### M1 wires, run 1

(3 px per um)
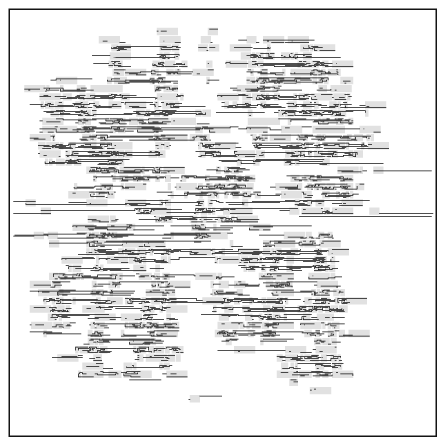
### The metal 3 layer, run 1

(2 px per um)
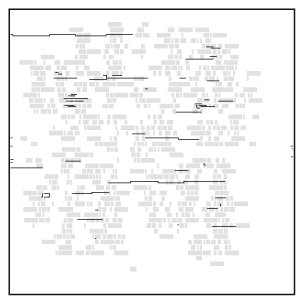
### Congestion heat map, run 1

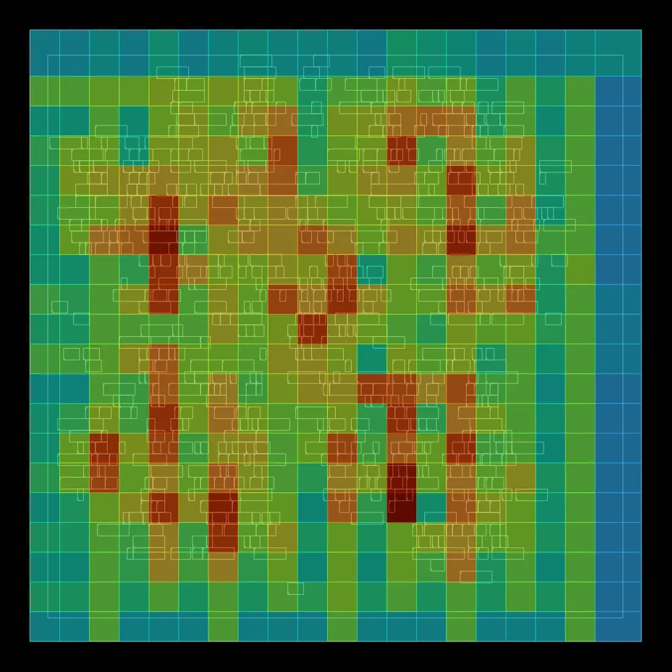
`config.mk`:
```
export PLATFORM = sky130hd
export DESIGN_NAME = button_event_arbiter
export DESIGN_NICKNAME = d
export VERILOG_FILES = /design/src/rtl/button_pkg.sv /design/src/rtl/rr_priority_picker.sv /design/src/rtl/button_event_arbiter.sv
export SDC_FILE = /design/constraint.sdc
export NUM_CORES = 1
export LEC_CHECK = 0
export CORE_MARGIN = 4
export CORE_UTILIZATION = 30
export CTS_BUF_LIST = sky130_fd_sc_hd__clkbuf_2
export DETAILED_ROUTE_END_ITERATION = 8
export GPL_TIMING_DRIVEN = 0
export PLACE_DENSITY_LB_ADDON = 0.2
export SYNTH_ARGS = -nofsm -noshare
export SYNTH_HDL_FRONTEND = slang
export SYNTH_SLANG_ARGS = --single-unit
```
`constraint.sdc`:
```
create_clock -name clk -period 2.71 [get_ports clk]
set_clock_uncertainty 0.05 [all_clocks]
set_input_delay 0.271 -clock clk [delete_from_list [all_inputs] [get_ports clk]]
set_output_delay 0.271 -clock clk [all_outputs]
set_load 0.02 [all_outputs]
```
`src/rtl/button_pkg.sv`:
```
// Shared constants and types for the button event arbiter.
//   NUM_BUTTONS_DEFAULT : default number of press inputs
//   COOLDOWN_DEFAULT    : default per-button lockout after an accepted event (~50 ms @ 48 MHz)
//   arb_state_t         : arbiter FSM state
package button_pkg;
    localparam int          NUM_BUTTONS_DEFAULT = 4;
    localparam logic [23:0] COOLDOWN_DEFAULT    = 24'd2400000;

    typedef enum logic {IDLE, PRESENT} arb_state_t;
endpackage

```
`src/rtl/rr_priority_picker.sv`:
```
// Round-robin picker: returns the first set bit of req, searching upward from
// last+1 and wrapping modulo N.
//   req     in  N      request vector
//   last    in  IDX_W  index granted most recently
//   grant   out IDX_W  winning index (0 when no request)
//   any_req out 1      req is non-zero
module rr_priority_picker #(
    parameter int N     = 4,
    parameter int IDX_W = $clog2(N)
) (
    input  logic [N-1:0]     req,
    input  logic [IDX_W-1:0] last,
    output logic [IDX_W-1:0] grant,
    output logic             any_req
);
    logic             found;
    logic [IDX_W-1:0] idx;

    always_comb begin
        grant = '0;
        found = 1'b0;
        idx   = '0;
        // k runs 1..N so the last winner is checked last, not first.
        for (int k = 1; k <= N; k++) begin
            idx = IDX_W'((int'(last) + k) % N);
            if (!found && req[idx]) begin
                grant = idx;
                found = 1'b1;
            end
        end
    end

    assign any_req = |req;
endmodule

```
`src/rtl/button_event_arbiter.sv`:
```
// Latches one-cycle press pulses from the debouncer bank, arbitrates them
// round-robin and presents one event at a time over valid/ready. Each accepted
// event locks its button out for COOLDOWN cycles; presses that collide with an
// already pending or currently presented press of the same button are lost and
// raise the sticky dropped flag.
//   clk, reset     clock, synchronous active-high reset
//   press_in       one-cycle press pulses, bit i = button i
//   event_valid    event presented
//   event_id       index of presented button
//   event_ready    consumer accepts event
//   pending        latched, not-yet-granted presses
//   dropped        sticky lost-press flag
//   clear_dropped  clears dropped (a same-cycle drop wins)
module button_event_arbiter
    import button_pkg::*;
#(
    parameter int          NUM_BUTTONS = NUM_BUTTONS_DEFAULT,
    parameter logic [23:0] COOLDOWN    = COOLDOWN_DEFAULT,
    localparam int         IDX_W       = $clog2(NUM_BUTTONS)
) (
    input  logic                   clk,
    input  logic                   reset,
    input  logic [NUM_BUTTONS-1:0] press_in,
    output logic                   event_valid,
    output logic [IDX_W-1:0]       event_id,
    input  logic                   event_ready,
    output logic [NUM_BUTTONS-1:0] pending,
    output logic                   dropped,
    input  logic                   clear_dropped
);
    arb_state_t             state, state_nxt;
    logic [IDX_W-1:0]       last_grant;
    logic [IDX_W-1:0]       win_id;
    logic                   any_req;
    logic                   handshake;
    logic [NUM_BUTTONS-1:0] accept_set;
    logic [NUM_BUTTONS-1:0] drop_hit;
    logic [NUM_BUTTONS-1:0] grant_clr;

    rr_priority_picker #(
        .N     (NUM_BUTTONS),
        .IDX_W (IDX_W)
    ) u_pick (
        .req     (pending),
        .last    (last_grant),
        .grant   (win_id),
        .any_req (any_req)
    );

    // event_valid is only ever high in PRESENT, so this is the accept edge.
    assign handshake = event_valid & event_ready;

    for (genvar i = 0; i < NUM_BUTTONS; i++) begin : g_btn
        logic [23:0] cd_cnt;
        logic        cd_zero;
        logic        busy;

        assign cd_zero = (cd_cnt == 24'd0);
        // Uses pre-edge pending, so a press for this cycle's grant winner is a drop.
        assign busy    = pending[i] | (state == PRESENT && event_id == IDX_W'(i));

        assign accept_set[i] = press_in[i] & cd_zero & ~busy;
        assign drop_hit[i]   = press_in[i] & cd_zero &  busy;

        always_ff @(posedge clk) begin
            if (reset)
                cd_cnt <= 24'd0;
            else if (handshake && event_id == IDX_W'(i))
                cd_cnt <= COOLDOWN;
            else if (!cd_zero)
                cd_cnt <= cd_cnt - 24'd1;
        end
    end

    always_comb begin
        state_nxt = state;
        grant_clr = '0;
        case (state)
            IDLE: begin
                if (any_req) begin
                    state_nxt         = PRESENT;
                    grant_clr[win_id] = 1'b1;
                end
            end
            PRESENT: begin
                if (event_ready) state_nxt = IDLE;
            end
            default: state_nxt = IDLE;
        endcase
    end

    always_ff @(posedge clk) begin
        if (reset) begin
            state       <= IDLE;
            event_valid <= 1'b0;
            event_id    <= '0;
            last_grant  <= IDX_W'(NUM_BUTTONS - 1);
            pending     <= '0;
            dropped     <= 1'b0;
        end else begin
            state   <= state_nxt;
            // accept_set never hits the winner (its pending bit blocks it), so no overlap.
            pending <= (pending & ~grant_clr) | accept_set;

            if (state == IDLE && any_req) begin
                event_valid <= 1'b1;
                event_id    <= win_id;
            end else if (handshake) begin
                event_valid <= 1'b0;
                last_grant  <= event_id;
            end

            if (|drop_hit)          dropped <= 1'b1;
            else if (clear_dropped) dropped <= 1'b0;
        end
    end
endmodule

```
==> results.ini, run 1 <==
[final_layout]
top_register = g_btn.cd_cnt
design.seq.count = 107
largest_reg_flops = 96
nets = 677
stdcell_count = 891
drive_gt1_share_pct = 8.11
layout_top_cell = dfxtp_1
buffer_area_share_pct = 5.01
layout.area.top_class = combinational gates
logic_area_um2 = 3120
final-clk-cell-share_pct = 2.53
nNonClkBuffers = 46

[die]
chip_area_um2 = 20100
core.rowCount = 48
die_x_um = 142
coreArea_um2 = 17400
nWellTaps = 225

[power_and_ir_drop]
clk-power_uw = 946
totalPowerFinal_mw = 8.69
p_seq_mw = 2.81
p_leak_nw = 2.20
ir_drop_uv = 498
switching_share_pct = 47.4
power_frac_seq_pct = 32.3

[timing]
worstMarginPinSlew_ns = 1.14
finalCritPeriodShare_pct = 99.4
fin_setup_tns_ns = 0
report.final.hold_viol_count = 0
worst_hold_slack_ns = 0.183
fmax_ghz = 0.371
slew_viol_final = 0

[setup_path]
worstSetupPathType = reg2reg
cp_max_fo = 9
critPathTopFamily = simple AND/OR/NAND/NOR gates
worstPathRequired_ns = 3.23
crit_cells = 8
critPathMaxStageDelay_ns = 0.53
rr_worst_depth = 8
cp-end-kind = flop
cp_num_buf_inv = 3
critical_path.startpoint = g_btn[0].cd_cnt[11]

[clock_network]
ctsHoldBuffers = 0
root_buffer = clkbuf_2
clkLatencyLatePin_ns = 0.65
cts_tree = built
clockBufferDepth = 2

[synthesis]
synth_area_um2 = 5370
synth-main-ff-cell = dfxtp_1
ys_sh_simple_pct = 29.2
seq_area_frac_synth_pct = 39.9
ys_chip_area_um2 = 5370
netlist.area_leader.share_pct = 39.9
ys_sh_mux_pct = 0.955
ys_ff = 107
compound_area_share_pct = 15.7

[outcome]
status = complete, no violations

[drt]
wl_met2_um = 6240
viasPerCell = 5.36

[place]
post-place-ws_ns = -0.0909
dpl.hpwl_um = 9540
dpl.cell_count = 871
io_buffers = 15

[min_path]
whs_endpoint = pending[2]
hp-start = press_in[2]

[job]
cap_violations = 0

[global_routing]
grt_overflow = 0
antenna_found_initial = 0

Notes on 'M1 wires' above:
wire length on this layer: 6770 um
nets with wire on the layer: 654
main direction: horizontal
longest straight run: 44.2 um
share of all routed wire: 50%
vias: 4773
final WL: 13600 um
GR Util met1: 18.3%

Notes on 'The metal 3 layer' above:
share of all routed wire: 3.1%
main direction: horizontal
GRT met3 Usage: 3.30%

Notes on 'Congestion heat map' above:
busiest grt layer: met2
GR Util All Layers: 13.7%
GR Util met2: 22.2%
Layout Utilization: 34.9%

==> run 1 -> run 2 <==
--- a/config.mk
+++ b/config.mk
@@ -9,8 +9,10 @@
 export CORE_UTILIZATION = 30
 export CTS_BUF_LIST = sky130_fd_sc_hd__clkbuf_2
 export DETAILED_ROUTE_END_ITERATION = 8
+export DONT_BUFFER_PORTS = 1
 export GPL_TIMING_DRIVEN = 0
 export PLACE_DENSITY_LB_ADDON = 0.2
 export SYNTH_ARGS = -nofsm -noshare
 export SYNTH_HDL_FRONTEND = slang
+export SYNTH_HIERARCHICAL = 1
 export SYNTH_SLANG_ARGS = --single-unit
### The metal 3 layer, run 2

(2 px per um)
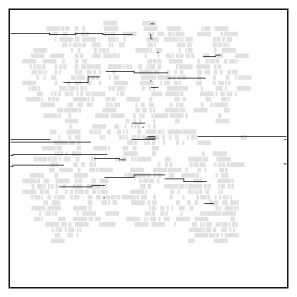
wire length on this layer: 456 um
nets with wire on the layer: 20
main direction: horizontal
share of all routed wire: 3.9%
GRT met3 Usage: 4.21%
final WL: 11600 um
vias: 4281

### Congestion heat map, run 2

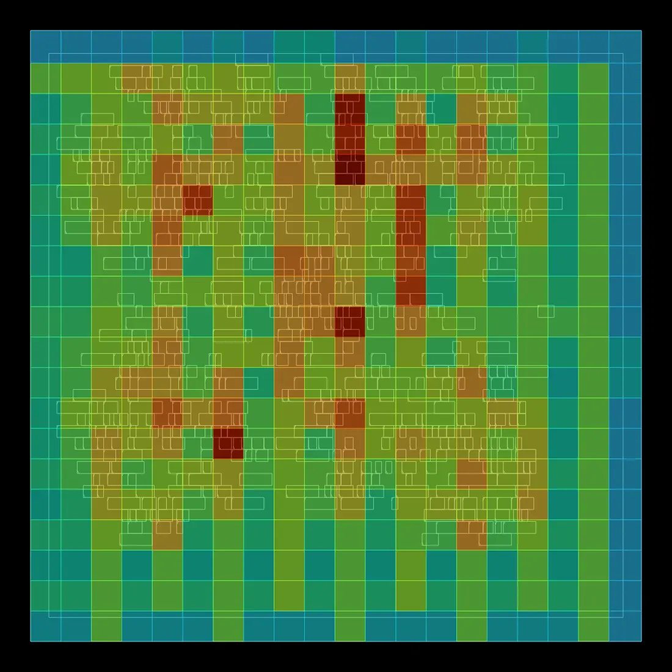
Wirelength per Cell: 13.5 um
Layout Utilization: 34.1%
GR Util All Layers: 12.1%

### M1 wires, run 2

(3 px per um)
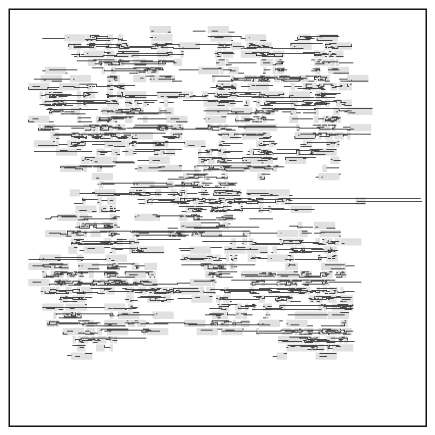
main direction: horizontal
share of all routed wire: 48%
nets with wire on the layer: 616
longest straight run: 47.4 um
wire length on this layer: 5620 um
GR Util met1: 15.7%

==> run 2 against run 1 <==
Effect of this change:
- critical path depth fell by 2
- area after synthesis fell by 4.9%
- clock power fell by 12%
- routed wire length fell by 14%
- power is 2.9% lower
- synthesized cell count down 4.1%
- global-route usage fell by 1.5 points
- cell count shrank 3.8%
- register-to-register slack better by 0.14 ns
- fmax grew 5.6%
- largest cell class unchanged
- largest power group unchanged
==> results.ini, run 2 <==
[outcome]
status = complete, no violations

[power_and_ir_drop]
p_seq_mw = 2.97
ir_drop_uv = 680
power_frac_seq_pct = 35.2
totalPowerFinal_mw = 8.44
pwr-share-clk_pct = 9.9
p_leak_nw = 2.07
powerDensity_nw_per_um2 = 1490
power_leader = combinational logic
clk-power_uw = 834
switching_share_pct = 45.2
p_int_mw = 4.63
p_switching_mw = 3.81
p_comb_share_pct = 54.9

[timing]
finalCritPeriodShare_pct = 94.1
min_period_ns = 2.55
rsz0062_at_grt = no
slew_headroom_pct = 36.5
worstMarginPinSlew_ns = 0.944
slew_viol_final = 0
fmax_ghz = 0.392
final-setup-viol-count = 0
worst_hold_slack_ns = 0.0720
report.final.hold_viol_count = 0
fin_setup_tns_ns = 0

[final_layout]
nets = 648
final_area_um2 = 5680
final-clk-cell-share_pct = 2.33
drive_gt1_share_pct = 7.22
lay_top_cells = 107 x dfxtp_1, 89 x nor2_1, 55 x a21oi_1
seq_share_pct = 37.7
nNonClkBuffers = 36
nonClockInverterCount = 12
nClkBuffers = 11
regArea_um2 = 2140
design.seq.count = 107
stdcell_count = 857
reg.largest.list = g_btn.cd_cnt x96, pending x4
layout.area.top_class = combinational gates
layout_top_cell = dfxtp_1
logic_area_um2 = 2870
syn2layout_area_growth_pct = 11.3
buffer_area_share_pct = 3.79
top_register = g_btn.cd_cnt
sh_comb_area_pct = 50.6
largest_reg_flops = 96

[synthesis]
ys_cells = 605
synth_area_um2 = 5110
synthArstFlopShare_pct = 0
topCombFamilyByArea = simple AND/OR/NAND/NOR gates
compound_area_share_pct = 11.7
area_leaders = dfxtp_1 42%, nor2_1 6.5%, xor2_1 6.2%
edf_count = 0
fa_ha_area_share_pct = 1.96
ys_ff = 107
ys_sh_mux_pct = 0.637
seq_area_frac_synth_pct = 41.9
netlist.area_leader.share_pct = 41.9
yosys_warnings = 6
netlist_top_cells_count = 107 x dfxtp_1, 89 x nor2_1, 55 x a21oi_1
fp_nets = 621
xor_share_pct = 11.8
ys_sh_simple_pct = 29.5
syn_inst = 605
yosysMostFrequentCell = dfxtp_1
synth-main-ff-cell = dfxtp_1
ys_chip_area_um2 = 5110

[drt]
dr_wl_met3_um = 456
viasPerCell = 5.00
wl_met1_um = 5620
ant_nets = 0
drtIter0Drc = 232
drc_errors = 0
wl_met2_um = 5380
dr.pass1.iters = 4

[setup_path]
worstPathRequired_ns = 3.18
critical_path.startpoint = g_btn[1].cd_cnt[12]
rrSetupSlack_ns = 0.16
cp_cell_sequence = or4_4 -> nand2b_1 -> nor4_1 -> nor4_1 -> xnor2_1 -> nor2_1
cp_max_fo = 5
critPathMaxStageDelay_ns = 0.80
cp-end-kind = flop
worstReg2RegStart = g_btn[1].cd_cnt[12]
cp_common_cell = nor4_1
r2r_end = g_btn[1].cd_cnt[5]
cp_num_buf_inv = 0
crit_cells = 6
worstSetupPathType = reg2reg
endpoint = g_btn[1].cd_cnt[5]
start_kind = flop
rr_worst_depth = 6
critPathTopFamily = simple AND/OR/NAND/NOR gates

[global_routing]
antenna_found_initial = 0
grt_max_degree = 17
grt.met2_usage_pct = 19.4
grt_overflow = 0
grt_first_pass_wirelength_um = 19600
grt_pass1_vias = 4015
busiest_layer = met2

[place]
post-place-ws_ns = 0.0891
placed_cell_area_um2 = 5380
gp_congestion = 0.845
dpl.cell_count = 825
io_buffers = 0
dpl.hpwl_um = 8320

[clock_network]
cts_tree = built
htreeDepth = 3
clkLatencyLatePin_ns = 0.61
clock_sinks = 107
cts_setup_buffers = 0
cts-buffers-inserted = 9
ctsHoldBuffers = 7
cts_resized = 0
clockBufferDepth = 2
root_buffer = clkbuf_2

[min_path]
holdPathStages = 2
whs_endpoint = g_btn[3].cd_cnt[11]
hp-start = reset
min_path_type = in2reg

[job]
cap_violations = 0
warnings = 30

[die]
core.rowCount = 47
die_x_um = 138
coreArea_um2 = 16600
chip_area_um2 = 19200
num_io_pins = 16
initial_core_util_pct = 30.7
nWellTaps = 220

==> run 2 -> run 3 <==
==> constraint.sdc (replaced) <==
create_clock -name clk -period 2.6 [get_ports clk]
set_clock_uncertainty 0.05 [all_clocks]
set_input_delay 0.26 -clock clk [delete_from_list [all_inputs] [get_ports clk]]
set_output_delay 0.26 -clock clk [all_outputs]
set_load 0.02 [all_outputs]
### M1 wires, run 3

(3 px per um)
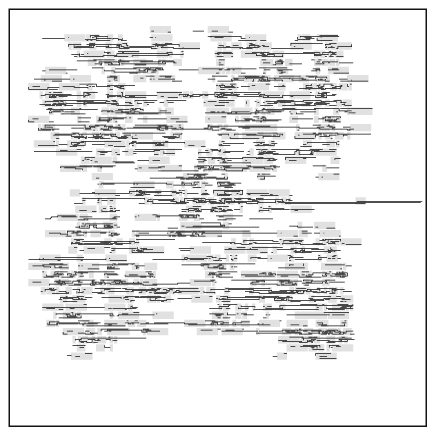
longest straight run: 47.4 um
share of all routed wire: 49%
wire length on this layer: 5670 um
nets with wire on the layer: 615
final WL: 11700 um
GR Util met1: 15.6%
vias: 4280

### The metal 3 layer, run 3

(2 px per um)
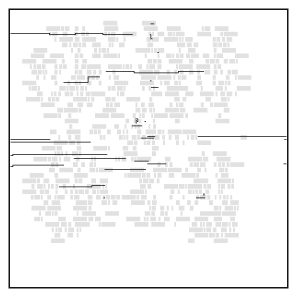
nets with wire on the layer: 20
share of all routed wire: 3.7%

### Congestion heat map, run 3

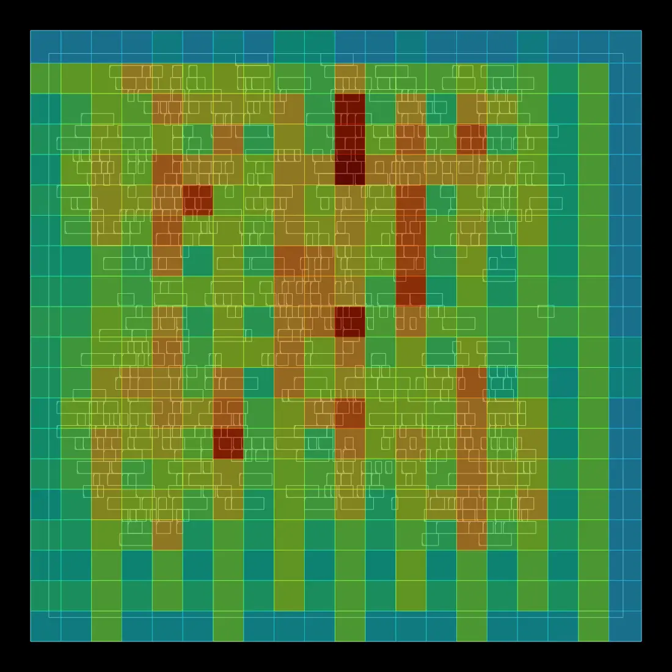
GR Util All Layers: 12.1%
Wirelength per Cell: 13.6 um
GR Util met2: 19.5%
Layout Utilization: 34.5%

==> run 3 against run 2 <==
Effect of this change:
- count of clock-buffer cells in the layout stayed put
- clock power is 3.7% higher
- first-iteration DRC count is 16% lower
- sequential power is 5% higher
- power is 6.3% higher
- cell area is 0.95% higher
- cell count is 0.12% higher
==> results.ini, run 3 <==
[die]
num_io_pins = 16
initial_core_util_pct = 30.7
core.rowCount = 47
coreArea_um2 = 16600
nWellTaps = 220
chip_area_um2 = 19200
die_x_um = 138

[timing]
report.final.hold_viol_count = 0
slew_viol_final = 0
slew_headroom_pct = 50.9
final-setup-viol-count = 0
fmax_ghz = 0.404
worst_hold_slack_ns = 0.360
finalCritPeriodShare_pct = 95.1
fin_setup_tns_ns = 0
worstMarginPinSlew_ns = 0.730
rsz0062_at_grt = yes
min_period_ns = 2.47

[place]
gp_congestion = 0.845
dpl.cell_count = 825
placed_cell_area_um2 = 5380
dpl.hpwl_um = 8320
post-place-ws_ns = -0.0209
io_buffers = 0

[drt]
viasPerCell = 4.99
drtIter0Drc = 196
wl_met2_um = 5430
dr.pass1.iters = 5
ant_nets = 0
wl_met1_um = 5670
dr_wl_met3_um = 434
drc_errors = 0

[final_layout]
final-clk-cell-share_pct = 2.31
seq_share_pct = 37.4
sh_comb_area_pct = 50.7
stdcell_count = 858
layout_top_cell = dfxtp_1
nNonClkBuffers = 37
syn2layout_area_growth_pct = 12.3
nClkBuffers = 11
layout.area.top_class = combinational gates
regArea_um2 = 2140
drive_gt1_share_pct = 8.62
largest_reg_flops = 96
logic_area_um2 = 2910
nonClockInverterCount = 12
nets = 649
lay_top_cells = 105 x dfxtp_1, 89 x nor2_1, 55 x a21oi_1
top_register = g_btn.cd_cnt
reg.largest.list = g_btn.cd_cnt x96, pending x4
fillCellCount = 1764
final_area_um2 = 5740
design.seq.count = 107
buffer_area_share_pct = 4.01

[synthesis]
ys_sh_simple_pct = 29.5
ys_chip_area_um2 = 5110
fp_nets = 621
synth_area_um2 = 5110
ys_cells = 605
compound_area_share_pct = 11.7
fa_ha_area_share_pct = 1.96
netlist_top_cells_count = 107 x dfxtp_1, 89 x nor2_1, 55 x a21oi_1
netlist.area_leader.share_pct = 41.9
xor_share_pct = 11.8
seq_area_frac_synth_pct = 41.9
ys_sh_mux_pct = 0.637
ys_ff = 107
syn_inst = 605
edf_count = 0
area_leaders = dfxtp_1 42%, nor2_1 6.5%, xor2_1 6.2%
synthArstFlopShare_pct = 0
yosys_warnings = 6
yosysMostFrequentCell = dfxtp_1
synth-main-ff-cell = dfxtp_1
topCombFamilyByArea = simple AND/OR/NAND/NOR gates

[setup_path]
r2r_end = g_btn[3].cd_cnt[9]
endpoint = g_btn[3].cd_cnt[9]
worstPathRequired_ns = 3.05
cp_num_buf_inv = 0
crit_slowest_cell = or4_4
worstSetupPathType = reg2reg
critical_path.startpoint = g_btn[3].cd_cnt[2]
crit_cells = 6
critPathMaxStageDelay_ns = 0.57
cp_max_fo = 5
worstReg2RegStart = g_btn[3].cd_cnt[2]
cp_common_cell = or4_4
critPathTopFamily = simple AND/OR/NAND/NOR gates
rrSetupSlack_ns = 0.13
cp-end-kind = flop
cp_cell_sequence = or4_4 -> or4_4 -> o21ai_0 -> nor2_1 -> xnor2_1 -> a21oi_1
start_kind = flop
rr_worst_depth = 6

[power_and_ir_drop]
p_int_mw = 4.91
totalPowerFinal_mw = 8.97
clk-power_uw = 865
p_leak_nw = 2.09
pwr-share-clk_pct = 9.6
power_frac_seq_pct = 34.7
p_comb_share_pct = 55.6
p_switching_mw = 4.06
p_seq_mw = 3.12
powerDensity_nw_per_um2 = 1560
power_leader = combinational logic
switching_share_pct = 45.2
ir_drop_uv = 724

[job]
cap_violations = 0
warnings = 32

[global_routing]
antenna_found_initial = 0
grt_use_met3_pct = 4.21
grt_pass1_vias = 4025
grt_overflow = 0
busiest_layer = met2
grt_max_degree = 17
grt_first_pass_wirelength_um = 19600

[clock_network]
cts_tree = built
cts_setup_buffers = 3
cts-buffers-inserted = 9
cts_resized = 2
root_buffer = clkbuf_2
htreeDepth = 3
clkLatencyLatePin_ns = 0.60
clockBufferDepth = 2
ctsHoldBuffers = 7
path_clk_slew_ns = 0.28
clock_sinks = 107

[min_path]
holdPathStages = 3
hp-start = press_in[1]
min_path_type = in2reg
whs_endpoint = pending[1]

[outcome]
status = complete, no violations

Power figures rest on the tool's default switching activity, not on a simulated workload.
